### Cell placement

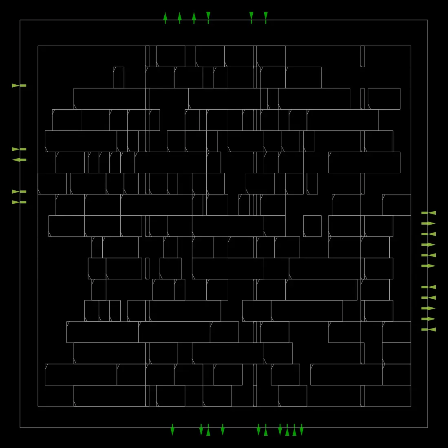
### Cell classes on the final placement

Fill, decap, tap and diode cells in gray.
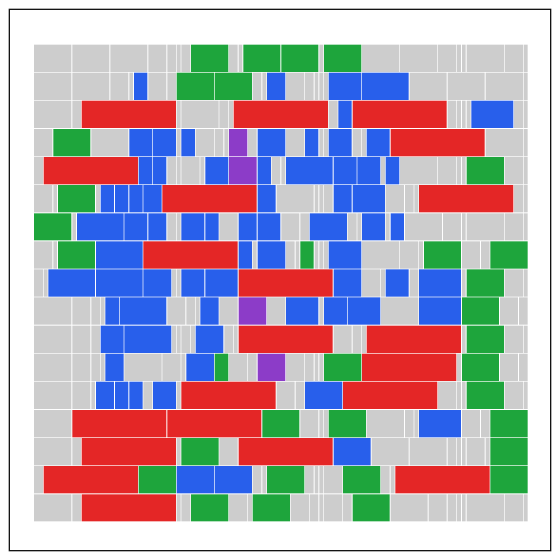
==> config.mk <==
export PLATFORM = sky130hd
export DESIGN_NAME = w_74hc194_seq_flat
export DESIGN_NICKNAME = d
export VERILOG_FILES = /design/src/rtl/w_74hc194_seq_if.sv /design/src/rtl/w_74hc194_seq.sv /design/src/flat_wrapper.sv
export SDC_FILE = /design/constraint.sdc
export NUM_CORES = 1
export LEC_CHECK = 0
export CORE_MARGIN = 2
export CORE_UTILIZATION = 45
export CTS_CLUSTER_SIZE = 8
export DETAILED_ROUTE_END_ITERATION = 8
export GPL_TIMING_DRIVEN = 0
export HOLD_SLACK_MARGIN = 0.06
export PLACE_DENSITY = 0.77
export RECOVER_POWER = 100
export SETUP_SLACK_MARGIN = 0.2
export SKIP_CTS_REPAIR_TIMING = 1
export SLEW_MARGIN = 20
export SYNTH_ARGS = -nofsm -noshare
export SYNTH_HDL_FRONTEND = slang
export SYNTH_SLANG_ARGS = --single-unit
==> constraint.sdc <==
create_clock -name CLK -period 3.49 [get_ports CLK]
set_input_delay 0.698 -clock CLK [delete_from_list [all_inputs] [get_ports CLK]]
set_output_delay 0.698 -clock CLK [all_outputs]
set_load 0.05 [all_outputs]
==> impl_metrics.tcl <==
# metrics dict for downstream scripts
set metrics [dict create \
    fin_crit_sh 0.711 \
    pwr-share-seq 0.346 \
    fp_nets 119 \
    use_met1 0.223 \
    setup_ws_ns 1.01 \
    wl_um 2200 \
    max-cap-violations 0 \
    pg_comb_uw 626 \
    ys_area_um2 1050 \
    cts_root_buffer "clkbuf_4" \
    grt_pass1_wl_um 3710 \
    fin_skew_ns 0.00676 \
    grt_pass1_vias 856 \
    top_power_group "combinational cells" \
    max_freq_mhz 403 \
    simple_gate_share 0.161 \
    layout_top_cell "dfrtp_1" \
    vias 862 \
    portBuffers 31 \
    leakagePower_nw 0.646 \
    worstSetupStartpointType "flop" \
    antenna_found_initial 0 \
    firstDrtPassIters 4 \
    pre_cts_ws_ns 1.28 \
    fillers 202 \
    top_usage_layer "met2" \
    gr-usage-met2 0.325 \
    run_status "finished, final reports clean" \
    cts.reportedPaths.clkPinSlew_ns 0.12 \
]
## Picture notes: 'Cell placement'
row count: 17
Tap Cells: 28
flop share of the area: 0.373
seq_cells: 21

## Picture notes: 'Cell classes on the final placement'
class	color	cells	share of their area
sequential cells	red	21	38%
clock drivers and dummy loads	purple	4	2.0%
remaining buffers and delay cells	green	33	23%
combinational and other logic	blue	71	37%
cell area after layout: 1410 µm²
fin util: 0.636

synth_stat cells (all sizes together):
| library cell | n | share of area |
|---|---|---|
| nor4bb | 1 | 0.0095 |
| a31oi | 1 | 0.0060 |
| or3 | 1 | 0.0060 |
| o21bai | 1 | 0.0072 |
| o32ai | 1 | 0.0084 |
| mux2 | 4 | 0.043 |
| nand3 | 2 | 0.0095 |
| nand2 | 11 | 0.039 |
| nor2 | 1 | 0.0036 |
| a41oi | 1 | 0.0084 |
| o211ai | 1 | 0.0072 |
| inv | 5 | 0.018 |
| nand4 | 1 | 0.0060 |
| o31ai | 2 | 0.014 |
| o21ai | 4 | 0.019 |
| o22ai | 4 | 0.024 |
| nor3b | 1 | 0.012 |
| a211o | 1 | 0.0084 |
| dfrtp | 21 | 0.50 |
| a32o | 4 | 0.038 |
| and3b | 1 | 0.0084 |
| or3b | 1 | 0.0084 |
| or2 | 1 | 0.0060 |
| buf | 2 | 0.016 |
| a21o | 1 | 0.0072 |
| a21oi | 2 | 0.0095 |
| ha | 8 | 0.095 |
| and2 | 1 | 0.0060 |
| o311ai | 1 | 0.0084 |
| nand2b | 3 | 0.018 |
| nor2b | 3 | 0.018 |
| and3 | 1 | 0.0060 |
| nor3 | 1 | 0.0048 |
per-stage QoR:
stage	instance area, µm²	utilization
floorplan	1050	-
global placement	1390	0.630
detailed placement	1390	0.630
CTS	1420	0.643
global route	1410	0.636
finish	1410	0.636
cell type report:
cell class,instances,share of cell area
Buffer,2,0.00533
Clock buffer,3,0.0160
Multi-Input combinational cell,66,0.343
Inverter,5,0.0133
Timing Repair Buffer,31,0.220
Clock inverter,1,0.00356
Sequential cell,21,0.373
Tap cell,28,0.0249
critical path: stages (launching register included):
cell and delay, ns:
dfrtp_1 0.47, nor2_1 0.13, dlygate4sd3_1 0.88
Power figures rest on the tool's default switching activity, not on a simulated workload.
